==> src/rtl/dct_block_collector.sv <==
// dct_block_collector: serial-to-block collector with ping-pong banks.
// Samples arrive one per cycle on in_data/in_valid/in_ready and fill the
// write bank. A complete block of N samples is presented in parallel on
// out_data with out_valid/out_ready, while the other bank keeps filling.
// All state updates on the falling edge of clk; clr_n is an async active-low
// reset.
// Ports:
//   clk, clr_n                  clock (falling edge active), reset
//   in_valid/in_ready/in_data   serial sample stream (W bits)
//   flush                       close a partial block (DCT_FLUSH_EN only)
//   out_valid/out_ready         block handshake
//   out_data                    N*W packed block, sample k at [k*W +: W]
//   out_fill                    valid samples in the presented block
//   fill_idx                    next write index in the filling bank
// Optional feature: define DCT_FLUSH_EN to add the flush port.

// One bank: N x W storage, full flag and fill count.
module dct_bank #(
  parameter int N  = 8,
  parameter int W  = 16,
  parameter int IW = 3
) (
  input  logic                  clk,
  input  logic                  clr_n,
  input  logic                  wr_en,
  input  logic [IW-1:0]         wr_idx,
  input  logic [W-1:0]          wr_data,
  input  logic                  close,
  input  logic [IW:0]           close_cnt,
  input  logic                  rel,
  output logic [N-1:0][W-1:0]   data,
  output logic                  full,
  output logic [IW:0]           cnt
);
  // wr_en only fires while the bank is not full and rel only while it is
  // full, so the two branches never compete. Clearing on release keeps the
  // tail of a short (flushed) block reading as zero.
  always_ff @(negedge clk or negedge clr_n) begin
    if (!clr_n) begin
      data <= '0;
      full <= 1'b0;
      cnt  <= '0;
    end else if (rel) begin
      data <= '0;
      full <= 1'b0;
      cnt  <= '0;
    end else begin
      if (wr_en) data[wr_idx] <= wr_data;
      if (close) begin
        full <= 1'b1;
        cnt  <= close_cnt;
      end
    end
  end
endmodule

module dct_block_collector #(
  parameter  int N  = 8,
  parameter  int W  = 16,
  localparam int IW = $clog2(N)
) (
  input  logic           clk,
  input  logic           clr_n,
  input  logic           in_valid,
  output logic           in_ready,
  input  logic [W-1:0]   in_data,
`ifdef DCT_FLUSH_EN
  input  logic           flush,
`endif
  output logic           out_valid,
  input  logic           out_ready,
  output logic [N*W-1:0] out_data,
  output logic [IW:0]    out_fill,
  output logic [IW-1:0]  fill_idx
);
  logic [1:0]            full;
  logic [1:0][N*W-1:0]   bdata;
  logic [1:0][IW:0]      bcnt;
  logic                  wsel, rsel;
  logic [IW-1:0]         widx;
  logic                  accept, rel, complete, fl_close, close;
  logic [IW:0]           c, close_cnt;

  assign in_ready = ~full[wsel];
  assign accept   = in_valid & in_ready;
  assign rel      = out_valid & out_ready;

  // Post-accept count: a sample taken on a flush edge is part of the block.
  assign c        = {1'b0, widx} + (IW+1)'(accept);
  assign complete = accept && (widx == IW'(N-1));

`ifdef DCT_FLUSH_EN
  assign fl_close = flush && in_ready && (c != '0) && (c < (IW+1)'(N));
`else
  assign fl_close = 1'b0;
`endif

  assign close     = complete | fl_close;
  assign close_cnt = complete ? (IW+1)'(N) : c;

  // Closing targets wsel (not full) and release targets rsel (full), so
  // both can land on the same edge without touching the same bank.
  for (genvar b = 0; b < 2; b++) begin : g_bank
    dct_bank #(.N(N), .W(W), .IW(IW)) u_bank (
      .clk       (clk),
      .clr_n     (clr_n),
      .wr_en     (accept && (wsel == 1'(b))),
      .wr_idx    (widx),
      .wr_data   (in_data),
      .close     (close && (wsel == 1'(b))),
      .close_cnt (close_cnt),
      .rel       (rel && (rsel == 1'(b))),
      .data      (bdata[b]),
      .full      (full[b]),
      .cnt       (bcnt[b])
    );
  end

  always_ff @(negedge clk or negedge clr_n) begin
    if (!clr_n) begin
      widx <= '0;
      wsel <= 1'b0;
      rsel <= 1'b0;
    end else begin
      widx <= close ? '0 : widx + IW'(accept);
      wsel <= wsel ^ close;
      rsel <= rsel ^ rel;
    end
  end

  assign out_valid = full[rsel];
  assign out_data  = bdata[rsel];
  assign out_fill  = bcnt[rsel];
  assign fill_idx  = widx;
endmodule
==> config.mk <==
export PLATFORM = sky130hd
export DESIGN_NAME = dct_block_collector
export DESIGN_NICKNAME = d
export VERILOG_FILES = /design/src/rtl/dct_block_collector.sv
export SDC_FILE = /design/constraint.sdc
export NUM_CORES = 1
export LEC_CHECK = 0
export CAP_MARGIN = 15
export CORE_ASPECT_RATIO = 0.6
export CORE_MARGIN = 2
export CORE_UTILIZATION = 30
export CTS_CLUSTER_SIZE = 12
export DETAILED_ROUTE_END_ITERATION = 8
export GPL_TIMING_DRIVEN = 0
export MAX_ROUTING_LAYER = met4
export PLACE_DENSITY = 0.58
export SYNTH_ARGS = -nofsm -noshare
export SYNTH_HDL_FRONTEND = slang
export SYNTH_HIERARCHICAL = 1
export SYNTH_SLANG_ARGS = --single-unit
==> constraint.sdc <==
create_clock -name clk -period 2.43 [get_ports clk]
set_input_delay 0.486 -clock clk [delete_from_list [all_inputs] [get_ports clk]]
set_output_delay 0.486 -clock clk [all_outputs]
set_load 0.02 [all_outputs]
==> deck_impl_summary.md, run 1 <==
Synthesis and Place & Route Summary

Outcome
  – Outcome: finished with violations
  – Violations in the final reports: negative setup slack

Synthesis
  – Flip-flops with a built-in enable: 0
  – #FFs+latches synth: 271
  – Synthesized area divided by synthesized cell count: 12.5 µm²
  – Ys Warns: 6
  – Share of synthesized registers carrying an async set or reset: 1.00
  – Ys cells: 1119
  – Number of library cell types mapped by synthesis: 28
  – Yosys top cell by instances: nand2b_1

Critical path
  – Critical path type: register to output port
  – Most prevalent standard cell on the critical path: buf_12
  – Critical path launch point: rsel
  – Kind of cell adding the most delay to the critical path: buffers and inverters
  – CP cell instances: buf_12 > buf_12 > buf_12 > buf_12 > buf_6 > mux2_4 > buf_6

Final layout
  – Fin area: 0.0206 mm²
  – Filler Cells Inserted: 4234
  – Final non-filler cell total: 2090
  – Footprint of the flip-flops and latches: 0.00678 mm²
  – Footprint of the multi-input gates: 0.00715 mm²
  – Util after Layout: 0.447

Timing
  – Headroom to the max-slew limit: 0.568
  – Least-Margin Pin Slew: 648 ps
  – Worst clock skew: 6.07 ps
  – Post-Route Setup TNS: -181140 ps
  – Final Hold Viols: 0
  – Setup repair after global routing missed its margin: true
  – Final tally of setup violations: 325
  – Final Worst Setup Slack: -1380 ps

Route
  – Met2 WL: 21700 µm
  – Count of vias placed by the detailed router: 9798

Place
  – Cell area after placement: 0.0174 mm²
  – Placed cell count: 1907
  – Post-DP HPWL: 31000 µm

CTS
  – TritonCTS Sinks: 271
  – Clock transition at path regs: 50 ps

Power
  – Comb power frac: 0.571
  – Internal Power: 17.6 mW
  – Dominant power group: combinational cells
  – Power consumed by sequential cells: 7.62 mW
  – Fraction of power spent switching nets: 0.364

Global route
  – Peak-usage layer in the global routing report: met2

Worst hold path
  – Hold path cells: 2

Job
  – OpenROAD warning count: 31
## run 1: timing repair
item,in CTS,in global routing
gates cloned,10,11
pin swaps,4,6
setup buffers,58,74
endpoints found under the setup margin,518,347
resized,631,312
## run 1: sequential cells by signal, summed over array words and instances (netlist names)
register / count
rsel: 1
g_bank.u_bank/cnt: 8
fill_idx: 3
g_bank.u_bank/data: 256
g_bank.u_bank/full: 2
wsel: 1
## run 1: tightest hold or removal path, stage by stage (launching register included)
cell and delay, ps:
dfrtn_1 410, mux2i_1 70, nor2_1 80
## run 1: layout make-up
class,instances,area share
Antenna cell,1,0.000121
Buffer,98,0.0734
Clock buffer,44,0.0399
Clock inverter,3,0.00194
Inverter,4,0.000729
Multi-Input combinational cell,733,0.347
Sequential cell,271,0.329
Tap cell,630,0.0383
Timing Repair Buffer,306,0.170
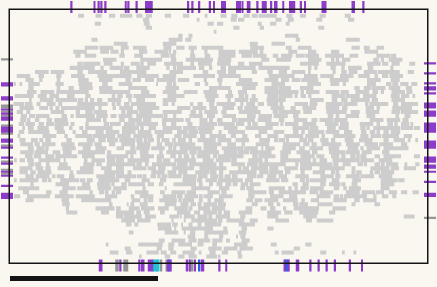
Run 1: pin map
Bar = 100 µm. Pins as bars across the die edge, other pins in grey.
| port | colour | pins | direction | edge |
|---|---|---|---|---|
| fill_idx | cyan | 3 | output | south |
| out_fill | blue | 4 | output | south |
| out_data | purple | 128 | output | 47 north, 30 east, 29 south, 22 west |
all pins by edge: 47 north, 46 south, 33 west, 31 east

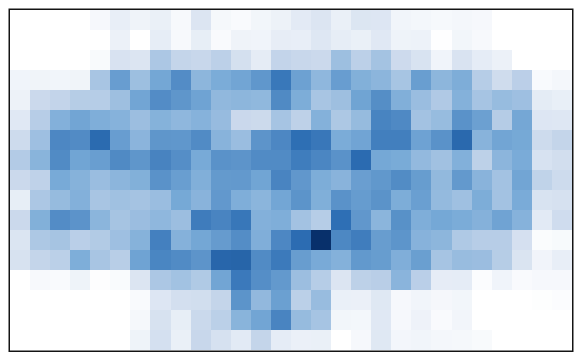
Run 1: wire density map
The die is cut into 28 by 17 equal tiles; white is low, dark blue is high, scaled to the fullest tile. Values are wire area over tile area, all layers added.
emptiest ninth of the die: south-east
mean over tiles: 0.15
densest ninth of the die: centre
fullest tile: 0.48
nearly empty tiles: 13%
tiles over half the peak: 25%

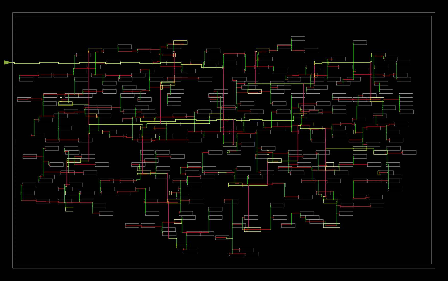
Run 1: clock nets
clock buffer instance count of the final layout: 44
power drawn by the clock network: 4.26 mW
later-pin clock latency in the skew report: 550 ps
number of buffers created by CTS: 28

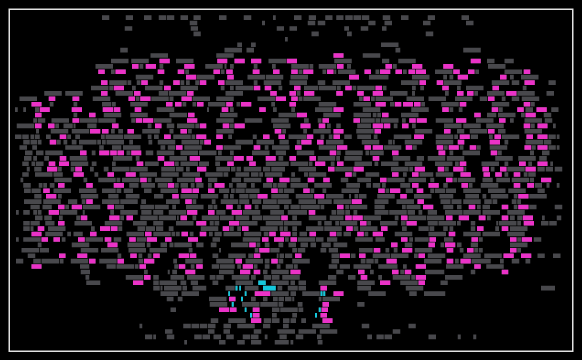
Run 1: logic cells by family
| family | colour | cells |
|---|---|---|
| nor cells | cyan | 14 |
| mux cells | magenta | 398 |

## Run 2: what changed since run 1
--- a/config.mk
+++ b/config.mk
@@ -14,6 +14,7 @@
 export GPL_TIMING_DRIVEN = 0
 export MAX_ROUTING_LAYER = met4
 export PLACE_DENSITY = 0.58
+export SETUP_SLACK_MARGIN = 0.3
 export SYNTH_ARGS = -nofsm -noshare
 export SYNTH_HDL_FRONTEND = slang
 export SYNTH_HIERARCHICAL = 1
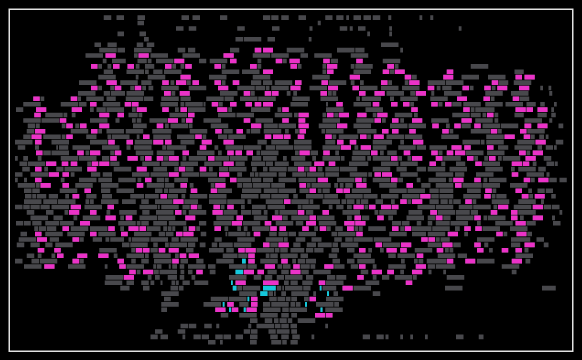
Run 2: logic cells by family
| family | colour | cells |
|---|---|---|
| nor cells | cyan | 14 |
| mux cells | magenta | 398 |
highest-count logic cell in the final layout: dfrtn_1
final non-filler cell total: 2119

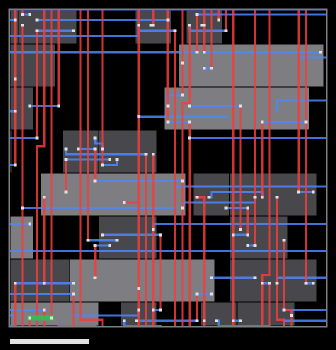
Run 2: a small window of the routed layout
Bar = 5 µm. Region (131, 110) to (151, 130) µm. Cells in grey, sequential cells in the stronger grey; small squares are vias.
| layer | colour |
|---|---|
| M2 | red |
| M3 | green |
| M1 | blue |
sequential cells in the window: 5
most frequent: nand2b_1 (6), mux2i_1 (5), dfrtn_1 (5)
netlist names of flops here include: g_bank.u_bank/data (5)
cells with their middle in the window: 19

==> deck_impl_summary.md, run 2 <==
Synthesis and Place & Route Summary

Outcome
  – Outcome: finished with violations
  – Violations in the final reports: negative setup slack

Worst hold path
  – Hold path cells: 2 (unchanged)

Final layout
  – Register fraction of the total cell area: 0.312 (-0.0170)
  – Count of multi-input combinational gates: 733 (unchanged)
  – Non-clock buffer share: 0.270 (+0.0274)
  – Footprint of the flip-flops and latches: 0.00678 mm² (unchanged)
  – Filler Cells Inserted: 4075 (-3.8%)
  – Number of sequential cells in the layout: 271 (unchanged)
  – Largest register FFs: 256 (unchanged)
  – Clk cell area share: 0.0375 (-0.00429)
  – Register name with the most flops: g_bank.u_bank/data
  – Number of signal-net inverters in the final layout: 4 (unchanged)
  – Combinational share of cell area: 0.343 (-0.00408)
  – Footprint of the multi-input gates: 0.00745 mm² (+4.2%)
  – Clock buffer instance count of the final layout: 37 (-16%)
  – Non-clock buffer count in the final layout: 437 (+8.2%)

Floorplan
  – Number of tapcells: 630 (unchanged)

CTS
  – Later-pin clock latency in the skew report: 550 ps (about the same)
  – Clock transition at path regs: 50 ps (about the same)
  – TritonCTS Sinks: 271 (unchanged)
  – Number of post-CTS setup repair buffers: 88 (+52%)
  – Number of buffers created by CTS: 28 (unchanged)

Critical path
  – Critical path launch point: rsel
  – CP cell instances: buf_12 > buf_16 > buf_12 > buf_4 > mux2_4 > buf_6
  – Critical path type: register to output port

Timing
  – Final tally of setup violations: 367 (+13%)
  – Final Worst Setup Slack: -1370 ps (+19.4 ps)
  – Least-Margin Pin Slew: 660 ps (+12.0 ps)
  – Setup repair after global routing missed its margin: true
  – Worst clock skew: 4.76 ps (-1.32 ps)

Route
  – Count of vias placed by the detailed router: 9979 (+1.8%)

Synthesis
  – Synthesized area divided by synthesized cell count: 12.5 µm² (unchanged)
  – Yosys top cell by instances: nand2b_1
  – Ys Warns: 6 (unchanged)
  – #FFs+latches synth: 271 (unchanged)

Place
  – Placed cell count: 1907 (unchanged)
==> run 2: layer usage <==
metal  GRT usage  wire length [µm]
met1       0.306             25200
met2       0.313             22800
met3      0.0234              1670
met4      0.0403              1030
met5           -                 0
==> run 2: stage by stage <==
step / hold WS, ps / area [µm²]
finish: 479 / 21700
global route: 509 / 21700
CTS: 481 / 20600
detailed placement: 479 / 17400
global placement: 466 / 17300
floorplan: 447 / 15000
==> run 2: power breakdown <==
part | leakage (nW) | switching [mW] | internal [mW]
logic | 7.36 | 7.19 | 8.78
registers | 3.60 | 1.23 | 6.51
clock network | 0.408 | 1.86 | 2.24
total | 11.4 | 10.3 | 17.5
==> run 2: critical path, delay by kind of cell, from the launching register on <==
kind	cells	cell delay, ps
DFF	1	450
muxes	1	300
buffers and inverters	5	750
## Run 3: what changed since run 2
--- a/config.mk
+++ b/config.mk
@@ -17,5 +17,4 @@
 export SETUP_SLACK_MARGIN = 0.3
 export SYNTH_ARGS = -nofsm -noshare
 export SYNTH_HDL_FRONTEND = slang
-export SYNTH_HIERARCHICAL = 1
 export SYNTH_SLANG_ARGS = --single-unit
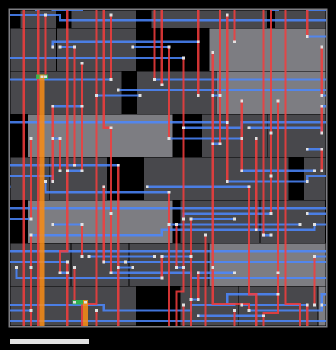
Run 3: a small window of the routed layout
Bar = 5 µm. Region (130, 109) to (150, 129) µm. Cells in grey, sequential cells in the stronger grey; small squares are vias.
| layer | colour |
|---|---|
| M4 | orange |
| M1 | blue |
| M2 | red |
| M3 | green |
cells with their middle in the window: 21
most frequent: nand2b_4 (7), dfrtn_1 (5), mux2i_1 (3)
netlist names of flops here include: g_bank.u_bank.data (5)
sequential cells in the window: 5

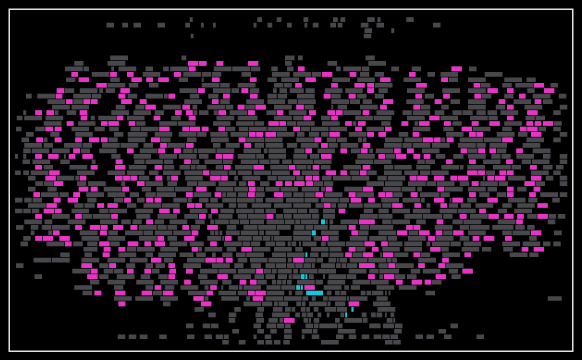
Run 3: logic cells by family
combinational share of cell area: 0.392
final non-filler cell total: 2036

==> deck_impl_summary.md, run 3 <==
Synthesis and Place & Route Summary

Global route
  – Peak-usage layer in the global routing report: met2
  – Met3 global-route usage: 0.0370 (+0.0137)
  – Global routing met2 resource utilization: 0.333 (+0.0202)
  – Routing usage on met1: 0.309 (+0.00330)

Timing
  – Final tally of setup violations: 394 (+7.4%)
  – Setup repair after global routing missed its margin: true
  – Least-Margin Pin Slew: 875 ps (+215 ps)
  – Final Worst Setup Slack: -1360 ps (+7.53 ps)
  – Final Hold Slack: 510 ps (+30.3 ps)
  – Worst clock skew: 24.2 ps (+19.4 ps)

Outcome
  – Violations in the final reports: negative setup slack
  – Outcome: finished with violations

Power
  – Internal Power: 18.3 mW (+4.6%)
  – Fraction of power spent switching nets: 0.370 (+0.000520)

Critical path
  – Number of cells on the critical path: 6 (unchanged)
  – Total buffers and inverters traversed by the critical path: 5 (unchanged)
  – Kind of cell adding the most delay to the critical path: buffers and inverters

Synthesis
  – Yosys top cell by instances: nand2b_1
  – #FFs+latches synth: 271 (unchanged)
  – Synthesized area divided by synthesized cell count: 12.1 µm² (-2.8%)

Final layout
  – Footprint of the flip-flops and latches: 0.00678 mm² (unchanged)
  – Register name with the most flops: g_bank.u_bank.data
  – Highest-count logic cell in the final layout: dfrtn_1

Place
  – Cell area after placement: 0.0169 mm² (-2.7%)

Route
  – Met2 WL: 24400 µm (+7.2%)
  – Met3 wire length: 2310 µm (+38%)
  – Highest Signal Layer: met4

CTS
  – Later-pin clock latency in the skew report: 560 ps (about the same)
  – TritonCTS Sinks: 271 (unchanged)
  – Clock transition at path regs: 50 ps (about the same)

Worst hold path
  – Hold path cells: 2 (unchanged)
-- run 3: power by group through the flow --
stage	registers, mW	clock network, mW	logic, mW
floorplan	7.11	0	7.38
global placement	7.31	0	11.5
detailed placement	7.36	0	11.7
CTS	7.31	4.45	14.0
global route	8.21	4.65	17.4
finish	8.02	4.43	16.7
-- run 3: cell type report --
cell class	count	share of cell area
clock inverter	1	0.00132
timing repair buffer	273	0.149
antenna	1	0.000110
tap	589	0.0324
clock buffer	45	0.0385
multi-input combinational	742	0.392
inverter	10	0.00187
buffer	104	0.0868
sequential	271	0.298
-- run 3: what timing repair did --
| action | 4_1_cts | 5_1_grt |
|---|---|---|
| resized | 871 | 400 |
| buffers inserted | 53 | 17 |
| pin swaps | 9 | 4 |
| setup endpoints to repair | 523 | 406 |
| gates cloned | 32 | 13 |
Power figures rest on the tool's default switching activity, not on a simulated workload.
